### config.mk
export PLATFORM = sky130hd
export DESIGN_NAME = mips_mem_arbiter_flat
export DESIGN_NICKNAME = d
export VERILOG_FILES = /design/src/rtl/mips_mem_pkg.sv /design/src/rtl/mips_mem_arbiter_if.sv /design/src/rtl/mips_rr_pick.sv /design/src/rtl/mips_mem_arbiter.sv /design/src/flat_wrapper.sv
export SDC_FILE = /design/constraint.sdc
export NUM_CORES = 1
export LEC_CHECK = 0
export CELL_PAD_IN_SITES_DETAIL_PLACEMENT = 1
export CELL_PAD_IN_SITES_GLOBAL_PLACEMENT = 2
export CORE_ASPECT_RATIO = 0.75
export CORE_UTILIZATION = 25
export CTS_BUF_LIST = sky130_fd_sc_hd__clkbuf_8
export DETAILED_ROUTE_END_ITERATION = 12
export GPL_ROUTABILITY_DRIVEN = 0
export PLACE_DENSITY = 0.77
export RECOVER_POWER = 50
export SLEW_MARGIN = 30
export SYNTH_ARGS = -nofsm -noshare
export SYNTH_HDL_FRONTEND = slang
export SYNTH_SLANG_ARGS = --single-unit
### constraint.sdc
create_clock -name clock -period 1.85 [get_ports clock]
set_clock_uncertainty 0.15 [all_clocks]
set_input_delay 0.4625 -clock clock [delete_from_list [all_inputs] [get_ports clock]]
set_output_delay 0.4625 -clock clock [all_outputs]
set_load 0.01 [all_outputs]
### src/rtl/mips_mem_pkg.sv
// Shared types and default widths for the unified instruction/data memory
// arbiter. Imported by the interface, the picker and the arbiter top.
package mips_mem_pkg;

  localparam int DEF_ADDR_W  = 32;
  localparam int DEF_DATA_W  = 32;
  localparam int DEF_CNT_W   = 16;
  localparam int DEF_TIMEOUT = 64;

  typedef enum logic [1:0] {
    IDLE  = 2'd0,
    ISSUE = 2'd1,
    WAIT  = 2'd2,
    RESP  = 2'd3
  } arb_state_t;

  typedef enum logic {
    PORT_IF = 1'b0,
    PORT_D  = 1'b1
  } port_sel_t;

  function automatic port_sel_t other_port(input port_sel_t p);
    return (p == PORT_IF) ? PORT_D : PORT_IF;
  endfunction

endpackage

### src/rtl/mips_mem_arbiter_if.sv
// Bundle of every non-clock signal of mips_mem_arbiter: fetch port, data
// port, memory port and status.
//   slave  : the arbiter (consumes core requests and memory completions)
//   master : the environment (core requesters + memory)
interface mips_mem_arbiter_if #(
  parameter int ADDR_W = mips_mem_pkg::DEF_ADDR_W,
  parameter int DATA_W = mips_mem_pkg::DEF_DATA_W,
  parameter int CNT_W  = mips_mem_pkg::DEF_CNT_W
) ();
  // fetch port
  logic              if_req;
  logic [ADDR_W-1:0] if_addr;
  logic [DATA_W-1:0] if_rdata;
  logic              if_ack;
  // data port
  logic              d_req;
  logic              d_we;
  logic [ADDR_W-1:0] d_addr;
  logic [DATA_W-1:0] d_wdata;
  logic [DATA_W-1:0] d_rdata;
  logic              d_ack;
  // memory port
  logic              mem_req;
  logic              mem_we;
  logic [ADDR_W-1:0] mem_addr;
  logic [DATA_W-1:0] mem_wdata;
  logic              mem_rvalid;
  logic [DATA_W-1:0] mem_rdata;
  // status
  logic              stall;
  logic              err;
  logic [CNT_W-1:0]  conflict_cnt;

  modport slave (
    input  if_req, if_addr, d_req, d_we, d_addr, d_wdata, mem_rvalid, mem_rdata,
    output if_rdata, if_ack, d_rdata, d_ack, mem_req, mem_we, mem_addr, mem_wdata,
           stall, err, conflict_cnt
  );

  modport master (
    output if_req, if_addr, d_req, d_we, d_addr, d_wdata, mem_rvalid, mem_rdata,
    input  if_rdata, if_ack, d_rdata, d_ack, mem_req, mem_we, mem_addr, mem_wdata,
           stall, err, conflict_cnt
  );
endinterface

### src/rtl/mips_rr_pick.sv
// Two-input grant picker for the fetch and data ports.
//   if_req, d_req : pending requests
//   last_grant    : port served by the previous grant
//   sel           : winning port (only meaningful when a request is pending)
//   tie           : both ports requesting this cycle
// RR_MODE=0: data always wins a tie. RR_MODE=1: a tie goes to the port that
// was not granted last.
module mips_rr_pick
  import mips_mem_pkg::*;
#(
  parameter int RR_MODE = 0
) (
  input  logic      if_req,
  input  logic      d_req,
  input  port_sel_t last_grant,
  output port_sel_t sel,
  output logic      tie
);

  always_comb begin
    tie = if_req & d_req;
    sel = PORT_IF;
    if (tie)        sel = (RR_MODE != 0) ? other_port(last_grant) : PORT_D;
    else if (d_req) sel = PORT_D;
  end

endmodule

### src/rtl/mips_mem_arbiter.sv
// Unified memory port arbiter between MIPS instruction fetch and data
// load/store. One transaction in flight: IDLE arbitrates and latches the
// request, ISSUE pulses mem_req, WAIT collects the completion (or times out),
// RESP pulses the winner's ack. Requesters hold req until their ack.
//   clock, reset : rising-edge clock, async active-low reset
//   bus          : fetch/data/memory/status signals (slave side)
module mips_mem_arbiter
  import mips_mem_pkg::*;
#(
  parameter int ADDR_W  = DEF_ADDR_W,
  parameter int DATA_W  = DEF_DATA_W,
  parameter int RR_MODE = 0,
  parameter int TIMEOUT = DEF_TIMEOUT,
  parameter int CNT_W   = DEF_CNT_W
) (
  input  logic               clock,
  input  logic               reset,
  mips_mem_arbiter_if.slave  bus
);

  // wait counter only needs to reach TIMEOUT-1
  localparam int WCNT_W = (TIMEOUT > 2) ? $clog2(TIMEOUT) : 1;

  arb_state_t        state_q,     state_d;
  port_sel_t         gnt_q,       gnt_d;      // doubles as last_grant
  logic [WCNT_W-1:0] wcnt_q,      wcnt_d;
  logic              mem_req_q,   mem_req_d;
  logic              mem_we_q,    mem_we_d;
  logic [ADDR_W-1:0] mem_addr_q,  mem_addr_d;
  logic [DATA_W-1:0] mem_wdata_q, mem_wdata_d;
  logic [DATA_W-1:0] if_rdata_q,  if_rdata_d;
  logic [DATA_W-1:0] d_rdata_q,   d_rdata_d;
  logic              if_ack_q,    if_ack_d;
  logic              d_ack_q,     d_ack_d;
  logic              err_q,       err_d;
  logic [CNT_W-1:0]  cnt_q,       cnt_d;

  port_sel_t pick_sel;
  logic      pick_tie;
  logic      resp_go;

  mips_rr_pick #(.RR_MODE(RR_MODE)) u_pick (
    .if_req     (bus.if_req),
    .d_req      (bus.d_req),
    .last_grant (gnt_q),
    .sel        (pick_sel),
    .tie        (pick_tie)
  );

  always_comb begin
    state_d     = state_q;
    gnt_d       = gnt_q;
    wcnt_d      = wcnt_q;
    mem_req_d   = 1'b0;
    mem_we_d    = mem_we_q;
    mem_addr_d  = mem_addr_q;
    mem_wdata_d = mem_wdata_q;
    if_rdata_d  = if_rdata_q;
    d_rdata_d   = d_rdata_q;
    err_d       = err_q;
    cnt_d       = cnt_q;
    resp_go     = 1'b0;

    case (state_q)
      IDLE: begin
        if (bus.if_req | bus.d_req) begin
          gnt_d     = pick_sel;
          state_d   = ISSUE;
          mem_req_d = 1'b1;     // registered so the pulse lines up with ISSUE
          if (pick_sel == PORT_D) begin
            mem_we_d    = bus.d_we;
            mem_addr_d  = bus.d_addr;
            mem_wdata_d = bus.d_wdata;
          end else begin
            mem_we_d    = 1'b0;
            mem_addr_d  = bus.if_addr;
            mem_wdata_d = '0;
          end
          if (pick_tie && (cnt_q != {CNT_W{1'b1}}))
            cnt_d = cnt_q + CNT_W'(1);
        end
      end
      ISSUE: begin
        wcnt_d  = '0;
        state_d = WAIT;
      end
      WAIT: begin
        if (bus.mem_rvalid) begin
          // store completions leave the port's read data untouched
          if (!mem_we_q) begin
            if (gnt_q == PORT_D) d_rdata_d  = bus.mem_rdata;
            else                 if_rdata_d = bus.mem_rdata;
          end
          state_d = RESP;
          resp_go = 1'b1;
        end else if (wcnt_q == WCNT_W'(TIMEOUT - 1)) begin
          err_d = 1'b1;
          if (gnt_q == PORT_D) d_rdata_d  = '0;
          else                 if_rdata_d = '0;
          state_d = RESP;
          resp_go = 1'b1;
        end else begin
          wcnt_d = wcnt_q + WCNT_W'(1);
        end
      end
      RESP:    state_d = IDLE;
      default: state_d = IDLE;
    endcase

    // ack flops are set on entry to RESP so they are high exactly in RESP
    if_ack_d = resp_go && (gnt_q == PORT_IF);
    d_ack_d  = resp_go && (gnt_q == PORT_D);
  end

  always_ff @(posedge clock or negedge reset) begin
    if (!reset) begin
      state_q     <= IDLE;
      gnt_q       <= PORT_IF;
      wcnt_q      <= '0;
      mem_req_q   <= 1'b0;
      mem_we_q    <= 1'b0;
      mem_addr_q  <= '0;
      mem_wdata_q <= '0;
      if_rdata_q  <= '0;
      d_rdata_q   <= '0;
      if_ack_q    <= 1'b0;
      d_ack_q     <= 1'b0;
      err_q       <= 1'b0;
      cnt_q       <= '0;
    end else begin
      state_q     <= state_d;
      gnt_q       <= gnt_d;
      wcnt_q      <= wcnt_d;
      mem_req_q   <= mem_req_d;
      mem_we_q    <= mem_we_d;
      mem_addr_q  <= mem_addr_d;
      mem_wdata_q <= mem_wdata_d;
      if_rdata_q  <= if_rdata_d;
      d_rdata_q   <= d_rdata_d;
      if_ack_q    <= if_ack_d;
      d_ack_q     <= d_ack_d;
      err_q       <= err_d;
      cnt_q       <= cnt_d;
    end
  end

  assign bus.if_rdata     = if_rdata_q;
  assign bus.if_ack       = if_ack_q;
  assign bus.d_rdata      = d_rdata_q;
  assign bus.d_ack        = d_ack_q;
  assign bus.mem_req      = mem_req_q;
  assign bus.mem_we       = mem_we_q;
  assign bus.mem_addr     = mem_addr_q;
  assign bus.mem_wdata    = mem_wdata_q;
  assign bus.err          = err_q;
  assign bus.conflict_cnt = cnt_q;
  assign bus.stall        = (bus.if_req & ~if_ack_q) | (bus.d_req & ~d_ack_q);

endmodule

### src/flat_wrapper.sv
// flat-port wrapper written by rule: the top's interface ports become plain ports
module mips_mem_arbiter_flat import mips_mem_pkg::*;
#(
  parameter int ADDR_W  = DEF_ADDR_W,
  parameter int DATA_W  = DEF_DATA_W,
  parameter int RR_MODE = 0,
  parameter int TIMEOUT = DEF_TIMEOUT,
  parameter int CNT_W   = DEF_CNT_W
)
  (clock, reset, bus_if_req, bus_if_addr, bus_d_req, bus_d_we, bus_d_addr, bus_d_wdata, bus_mem_rvalid, bus_mem_rdata, bus_if_rdata, bus_if_ack, bus_d_rdata, bus_d_ack, bus_mem_req, bus_mem_we, bus_mem_addr, bus_mem_wdata, bus_stall, bus_err, bus_conflict_cnt);
  mips_mem_arbiter_if #(.ADDR_W(ADDR_W), .DATA_W(DATA_W), .CNT_W(CNT_W)) bus_i ();
  input  logic clock;
  input  logic reset;
  input wire logic [$bits(bus_i.if_req)-1:0] bus_if_req;
  input wire logic [$bits(bus_i.if_addr)-1:0] bus_if_addr;
  input wire logic [$bits(bus_i.d_req)-1:0] bus_d_req;
  input wire logic [$bits(bus_i.d_we)-1:0] bus_d_we;
  input wire logic [$bits(bus_i.d_addr)-1:0] bus_d_addr;
  input wire logic [$bits(bus_i.d_wdata)-1:0] bus_d_wdata;
  input wire logic [$bits(bus_i.mem_rvalid)-1:0] bus_mem_rvalid;
  input wire logic [$bits(bus_i.mem_rdata)-1:0] bus_mem_rdata;
  output wire logic [$bits(bus_i.if_rdata)-1:0] bus_if_rdata;
  output wire logic [$bits(bus_i.if_ack)-1:0] bus_if_ack;
  output wire logic [$bits(bus_i.d_rdata)-1:0] bus_d_rdata;
  output wire logic [$bits(bus_i.d_ack)-1:0] bus_d_ack;
  output wire logic [$bits(bus_i.mem_req)-1:0] bus_mem_req;
  output wire logic [$bits(bus_i.mem_we)-1:0] bus_mem_we;
  output wire logic [$bits(bus_i.mem_addr)-1:0] bus_mem_addr;
  output wire logic [$bits(bus_i.mem_wdata)-1:0] bus_mem_wdata;
  output wire logic [$bits(bus_i.stall)-1:0] bus_stall;
  output wire logic [$bits(bus_i.err)-1:0] bus_err;
  output wire logic [$bits(bus_i.conflict_cnt)-1:0] bus_conflict_cnt;
  assign bus_i.if_req = bus_if_req;
  assign bus_i.if_addr = bus_if_addr;
  assign bus_i.d_req = bus_d_req;
  assign bus_i.d_we = bus_d_we;
  assign bus_i.d_addr = bus_d_addr;
  assign bus_i.d_wdata = bus_d_wdata;
  assign bus_i.mem_rvalid = bus_mem_rvalid;
  assign bus_i.mem_rdata = bus_mem_rdata;
  assign bus_if_rdata = bus_i.if_rdata;
  assign bus_if_ack = bus_i.if_ack;
  assign bus_d_rdata = bus_i.d_rdata;
  assign bus_d_ack = bus_i.d_ack;
  assign bus_mem_req = bus_i.mem_req;
  assign bus_mem_we = bus_i.mem_we;
  assign bus_mem_addr = bus_i.mem_addr;
  assign bus_mem_wdata = bus_i.mem_wdata;
  assign bus_stall = bus_i.stall;
  assign bus_err = bus_i.err;
  assign bus_conflict_cnt = bus_i.conflict_cnt;
  mips_mem_arbiter #(.ADDR_W(ADDR_W), .DATA_W(DATA_W), .RR_MODE(RR_MODE), .TIMEOUT(TIMEOUT), .CNT_W(CNT_W)) u_core (.clock(clock), .reset(reset), .bus(bus_i));
endmodule
==> run_1/port_nets.png <==
(2 px per um)
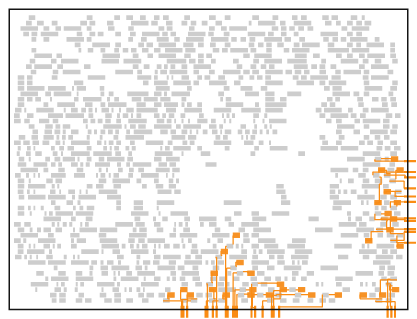
[orange] bus_if_addr | bits: 32 | direction: input | end cells: 32 | buffers: 32 | wire: 643 um

==> run_1/wire_density.png <==
(2 px per um) 40 x 30 tiles, from dark blue (low) to red (high), scaled to the fullest tile. Values are wire area over tile area, all layers added.
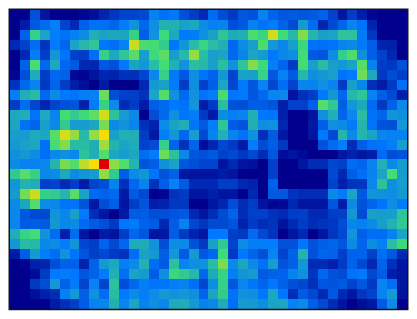
densest ninth of the die: left middle
tiles over half the peak: 4.5%
mean over tiles: 0.15
fullest tile: 0.66
nearly empty tiles: 7.1%
vias: 6,924
wire length per cell: 19.8 um
final wirelength: 28,700 um
GRT Overall Usage: 18.0%

==> run_1/final_placement.png <==
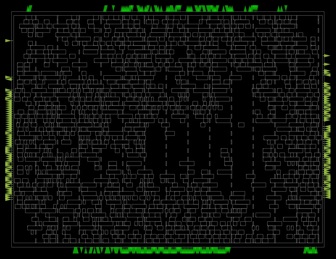
Cell Count, Final, Fillers Out: 1,452
post-layout util: 44.8%
Seq cells: 158
# rows: 53
n_taps: 385

==> run_1/metal_stack.png <==
(2 px per um) Only two layers are drawn.
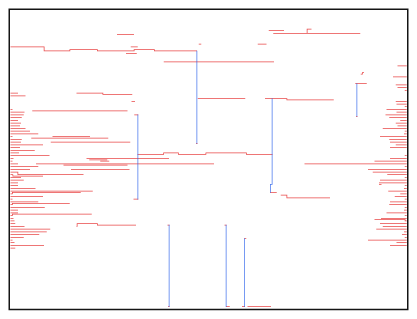
[red] met3 | wire length: 1,800 um
[blue] met4 | wire length: 268 um

==> ci_impl_report.md, run 1 <==
### Metrics collected by this job

| Metric | Value |
|---|---|
| Status | `finished, violations left` |
| Failing checks | `negative setup slack` |
| Setup WS post-layout | `-117 ps` |
| Number of port buffers | `around 280` |
| R2R cell count | `7` |
| Maxcap violations | `0` |
| Cts bufs inserted | `17` |
| Unrepaired setup endpoints after global routing | `yes` |
| Root buffer cell | `clkbuf_8` |
| Layout cells sized above 1 | `approximately 28%` |
| # diodes | `0` |
| Vias per inst | `4.77` |
| Nets | `1,194` |
| Drt first-iter violations | `327` |
| CTS clock-pin slew for the worst setup and hold paths | `90 ps` |
| CP Depth | `7` |
| Final Max Tran Viols | `0` |
| Area Growth Syn to Fin | `74.8%` |
| H-tree depth | `4` |
| Worst path cell trace | `ha_2, and2_4, a41oi_4, buf_6, or2_4, buf_12, a22o_2` |
| Min-Delay Path Depth | `3` |
| Part of the Yosys area used for sequential elements | `54.6%` |
| First-pass GRT wire length | `40,900 um` |
| # setup viols final | `69` |
| FP Util | `25.6%` |
| CP top delay family | `simple AND/OR/NAND/NOR gates` |
| Yosys reg bits | `158` |
[run 1: metrics by stage]
stage / setup slack, ps / hold WS (ps) / std cells
floorplan: 20.2 / 16.9 / 663
global placement: -481 / 209 / 1331
CTS: -118 / 118 / 1400
detailed placement: -484 / 211 / 1331
finish: -117 / 160 / 1452
global route: -161 / 115 / 1452
[run 1: sequential cells by signal, indices dropped and copies added, names as in the netlist]
register,count
u_core.bus.err,1
u_core.bus.mem_wdata,32
u_core.bus.conflict_cnt,16
u_core.bus.mem_we,1
u_core.wcnt_q,6
u_core.bus.d_ack,1
u_core.bus.if_ack,1
u_core.bus.mem_addr,32
u_core.bus.if_rdata,32
u_core.state_q,2
u_core.bus.mem_req,1
u_core.gnt_q,1
u_core.bus.d_rdata,32
[run 1: worst max path at each step]
| stage | slack (ps) | endpoint | startpoint |
|---|---|---|---|
| finish | -120 | u_core.bus.d_rdata[1] | u_core.wcnt_q[0] |
| global route | -160 | u_core.bus.d_rdata[1] | u_core.wcnt_q[0] |
| CTS | -120 | u_core.bus.if_rdata[15] | u_core.state_q[0] |
| detailed placement | -480 | u_core.bus.conflict_cnt[13] | bus_if_req |
| global placement | -480 | bus_stall | bus_if_req |
| floorplan | 20 | u_core.bus.if_rdata[12] | u_core.wcnt_q[0] |
[run 1: cell type report]
type	instances	area [um2]
Fill cell	3057	15600
Timing Repair Buffer	423	4280
Sequential cell	158	3970
Multi-Input combinational cell	442	3430
Tap cell	385	482
Clock buffer	19	262
Clock inverter	13	189
Inverter	12	45.0
[run 1: where the power goes]
group / total, W / internal, W / switching, W
registers: 0.00603 / 0.00493 / 0.00111
logic: 0.0102 / 0.00559 / 0.00462
clock network: 0.00298 / 0.00155 / 0.00142
[run 1: cell families after synthesis]
group | after synthesis | share of synthesized area, %
mux | 39 | 5.48
xor+xnor | 9 | 1.09
flops | 158 | 54.6
simple gates | 206 | 13.2
compound gates | 182 | 20.0
fa+ha+maj | 6 | 1.04
buf+inv | 63 | 4.56
[run 1: what timing repair did]
item | in CTS | in global routing
pin swaps | 18 | 78
hold endpoints to repair | 24 | 0
hold buffers | 1 | 0
endpoints found under the setup margin | 284 | 181
buffers inserted | 30 | 40
resized | 202 | 226
cloned | 6 | 16
[run 1: worst reg2reg max path: stages, from the launching register on]
cell and delay, ps:
dfrtp_1 370, ha_2 190, and2_4 150, a41oi_4 140, buf_6 160, or2_4 260, buf_12 170, a22o_2 270
[run 1: metal layers]
metal,vias up,track usage [%],share of wire (%)
li1,3205,-,-
met1,3520,25.2,47
met2,183,27.9,46
met3,16,4.61,6.3
met4,0,4.08,0.93
met5,-,0,0
==> run 2, diff against run 1 <==
- CORE_UTILIZATION: 25 -> 36
- DONT_BUFFER_PORTS: not set -> 1
- PLACE_DENSITY: 0.77 -> 0.75
- TNS_END_PERCENT: not set -> 20
==> run_2/registers.png <==
(3 px per um) Other sequential cells in the stronger grey, the rest of the logic in the fainter grey.
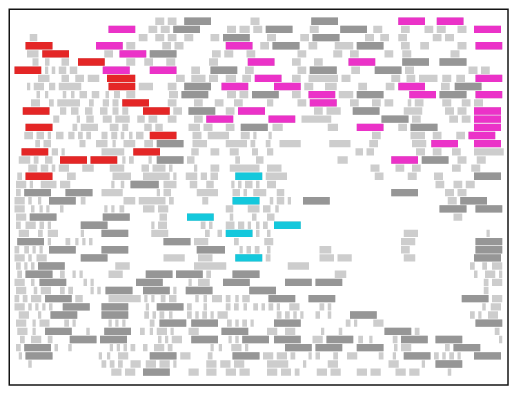
[red] u_core.bus.conflict_cnt | sequential cells: 16
[magenta] u_core.bus.d_rdata | sequential cells: 32
[cyan] u_core.wcnt_q | sequential cells: 6 | where: middle
not coloured: 104

==> ci_impl_report.md, run 2 <==
### Metrics collected by this job

| Metric | Value |
|---|---|
| Status | `finished, violations left (unchanged)` |
| Failing checks | `design-rule violations, negative hold slack, negative setup slack (was negative setup slack)` |
| Hpwl dp | `14,000 um (was 17,500 um)` |
| Beginning of the critical path | `u_core.state_q[0] (was u_core.wcnt_q[0])` |
| EDFF count, synth | `0 (unchanged)` |
| Count leader, synth | `dfrtp_1 (unchanged)` |
| Maxcap violations | `0 (unchanged)` |
| # rows | `44 (was 53)` |
| CTS clock-pin slew for the worst setup and hold paths | `110 ps (was 90 ps)` |
| Area Growth Syn to Fin | `21.0% (was 74.8%)` |
| Setup WS post-layout | `-79.0 ps (was -117 ps)` |
| Hold WS | `-454 ps (was 160 ps)` |
| Cell Count, Final, Fillers Out | `985 (was 1,452)` |
| # setup viols final | `32 (was 69)` |
| DP Cell Count | `912 (was 1,331)` |
| Drt first-iter violations | `338 (was 327)` |
| Unrepaired setup endpoints after global routing | `yes (unchanged)` |
| DRC violations left | `14 (was 0)` |
| # diodes | `0 (unchanged)` |
| Wire length per cell | `21.6 um (was 19.8 um)` |
| First-pass GRT wire length | `33,700 um (was 40,900 um)` |
| Cts bufs inserted | `17 (unchanged)` |
| Final wirelength | `21,300 um (was 28,700 um)` |
| Yosys reg bits | `158 (unchanged)` |
| Vias per inst | `5.65 (was 4.77)` |
| WP data arrival | `2110 ps (was 2160 ps)` |
| Final Max Tran Viols | `0 (unchanged)` |
| Nets | `859 (was 1,194)` |
| CTS max path bufs | `2 (unchanged)` |
| Part of the Yosys area used for sequential elements | `54.6% (unchanged)` |
| Layout cells sized above 1 | `16.3% (was 27.8%)` |
| Place WS | `-51.2 ps (was -484 ps)` |
| Hold Vio Cnt, Final | `158 (was 0)` |
| Filler cells | `2,094 (was 3,057)` |
| Final period utilization | `104% (was 106%)` |
| GRT Overall Usage | `20.6% (was 18.0%)` |
| Root buffer cell | `clkbuf_8 (unchanged)` |
| Vias | `5,566 (was 6,924)` |
[run 2: cell type report]
type / instances / area [um2] / share of cell area, %
repair buffers: 88 / 935 / 10.7
clock buffers: 18 / 248 / 2.83
clock inverters: 14 / 175 / 2.00
multi-input cells: 442 / 3080 / 35.2
well taps: 253 / 317 / 3.62
inverters: 12 / 45.0 / 0.515
flip-flops and latches: 158 / 3960 / 45.2
[run 2: path summary, 6_finish.rpt]
check	end	slack [ps]	cells past startpoint
worst min register to register	u_core.bus.conflict_cnt[8]	400	1
max in group asynchronous	u_core.bus.conflict_cnt[8]	1780	0
worst max register to register	u_core.bus.if_rdata[10]	-80	6
worst max-delay path	u_core.bus.if_rdata[10]	-80	6
min in group clock	u_core.gnt_q	50	2
worst min-delay path	u_core.bus.d_rdata[10]	-450	0
[run 2: cell families after synthesis]
family	Yosys count	synth area share [%]
flops	158	54.6
xor+xnor	9	1.09
compound gates	182	20.0
fa+ha+maj	6	1.04
mux	39	5.48
simple gates	206	13.2
buf+inv	63	4.56
[run 2: metrics by stage]
step	util, %	TNS [ps]	area, um2
after floorplan	-	0	7250
after global placement	39.6	0	7740
after detailed placement	39.6	-778	7740
after CTS	44.1	-1160	8620
after global routing	44.8	-3830	8750
final	44.8	-1380	8750
[run 2: worst max-delay path, stage by stage (launching register included)]
cell and delay, ps:
dfrtp_1 410, inv_2 110, ha_4 150, or2b_4 280
or2_4 310, buf_12 170, a22o_4 240
[run 2: what timing repair did]
item                                    CTS  global route
endpoints found under the hold margin   253           206
gates cloned                              2             0
endpoints found under the setup margin   60           106
gates resized                            12            17
hold buffers                             34             4
buffers inserted                          0             1
pin swaps                                32             7
[run 2: layer usage]
layer / vias up / GRT usage, % / wire (um)
li1: 2519 / - / -
met5: - / 0 / 0
met2: 166 / 32.9 / 10200
met1: 2859 / 26.2 / 9330
met4: 0 / 5.83 / 252
met3: 22 / 7.63 / 1470
[run 2: where the power goes]
part           total [W]  switching (W)  internal (W)
registers        0.00700        0.00208       0.00492
clock network    0.00277        0.00146       0.00130
logic            0.00459        0.00217       0.00243
==> run 3, diff against run 2 <==
- SKIP_CTS_REPAIR_TIMING: not set -> 1
==> run_3/metal_stack.png <==
(2 px per um) Only two layers are drawn.
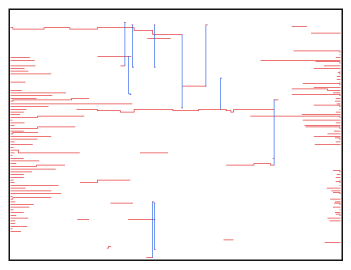
[blue] met4 | wire length: 251 um
[red] met3 | wire length: 1,530 um
wire length per cell: 21.4 um
vias: 5,501
GRT Overall Usage: 19.8%
final wirelength: 20,900 um

==> ci_impl_report.md, run 3 <==
### Metrics collected by this job

| Metric | Value |
|---|---|
| Hold WS | `-456 ps (was -454 ps)` |
| Area Growth Syn to Fin | `18.8% (was 21.0%)` |
| Yosys reg bits | `158 (unchanged)` |
| Nets | `854 (was 859)` |
| Status | `finished, violations left (unchanged)` |
| Final Max Tran Viols | `0 (unchanged)` |
| Drt first-iter violations | `334 (was 338)` |
| First-pass GRT wire length | `32,300 um (was 33,700 um)` |
| Failing checks | `design-rule violations, negative hold slack, negative setup slack (unchanged)` |
| R2R cell count | `6 (unchanged)` |
| Simple-Gate Area Share | `13.2% (unchanged)` |
| Vias per inst | `5.61 (was 5.65)` |
| Setup WS post-layout | `-60.3 ps (was -79.0 ps)` |
| Fin Setup TNS | `-984 ps (was -1380 ps)` |
| Cts bufs inserted | `17 (unchanged)` |
| Maxcap violations | `0 (unchanged)` |
| DRC violations left | `14 (unchanged)` |
| Hpwl dp | `14,000 um (unchanged)` |
| WP data arrival | `2090 ps (was 2110 ps)` |
| Hold Vio Cnt, Final | `160 (was 158)` |
| Count leader, synth | `dfrtp_1 (unchanged)` |
| # setup viols final | `32 (unchanged)` |
==> run 3: cell counts after synthesis <==
Identical to the previous run, type by type.
==> run 3: per-stage QoR <==
step	utilization (%)	setup slack (ps)	instance area, um2	std cells
floorplan	-	20.2	7250	663
global placement	39.6	16.6	7740	912
detailed placement	39.6	-51.2	7740	912
CTS	41.8	-76.3	8160	944
global route	44.0	-126	8600	980
finish	44.0	-60.3	8600	980
==> run 3: logic make-up (layout without fill, tap and decap cells) <==
group,Yosys count,after routing
AND-OR/OR-AND,182,182
flip-flops,158,158
adder cells (fa/ha/maj),6,6
multiplexers,39,39
XOR/XNOR,9,9
AND/OR/NAND/NOR,206,206
buffers and inverters,63,127
==> run 3: per-layer routing <==
metal  vias to the layer above  GRT usage [%]  routed length, um
li1                       2506              -                  -
met1                      2811           25.0               9150
met2                       162           31.2              10000
met3                        22           7.91               1530
met4                         0           5.50                250
met5                         -              0                  0
==> run 3: layout make-up <==
type,count,area share [%]
Clock buffer,18,2.88
Clock inverter,14,2.04
Inverter,12,0.524
Multi-Input combinational cell,442,35.2
Sequential cell,158,46.0
Tap cell,253,3.68
Timing Repair Buffer,83,9.64
==> run 3: worst max path at each step <==
stage	endpoint	startpoint	depth (start not counted)	slack [ps]
2_1_floorplan	u_core.bus.if_rdata[12]	u_core.wcnt_q[0]	7	20
3_3_place_gp	u_core.bus.if_rdata[9]	u_core.state_q[0]	6	20
6_report	u_core.bus.if_rdata[7]	u_core.state_q[1]	6	-60
3_5_place_dp	u_core.bus.if_rdata[8]	u_core.state_q[0]	6	-50
5_1_grt	u_core.bus.conflict_cnt[14]	u_core.state_q[0]	8	-130
4_1_cts	u_core.bus.if_rdata[10]	u_core.state_q[0]	6	-80
==> run 3: report_power, final <==
group	internal [W]	switching (W)
combinational	0.00232	0.00211
clock	0.00130	0.00147
sequential	0.00492	0.00207
total	0.00854	0.00564
==> run 3: critical path, stage by stage (launching register included) <==
cell and delay (ps):
dfrtp_1 400, buf_6 120, ha_4 130, or2b_4 280, or2_4 280, clkbuf_16 200, a22o_1 240
Power and IR drop assume default switching activity.
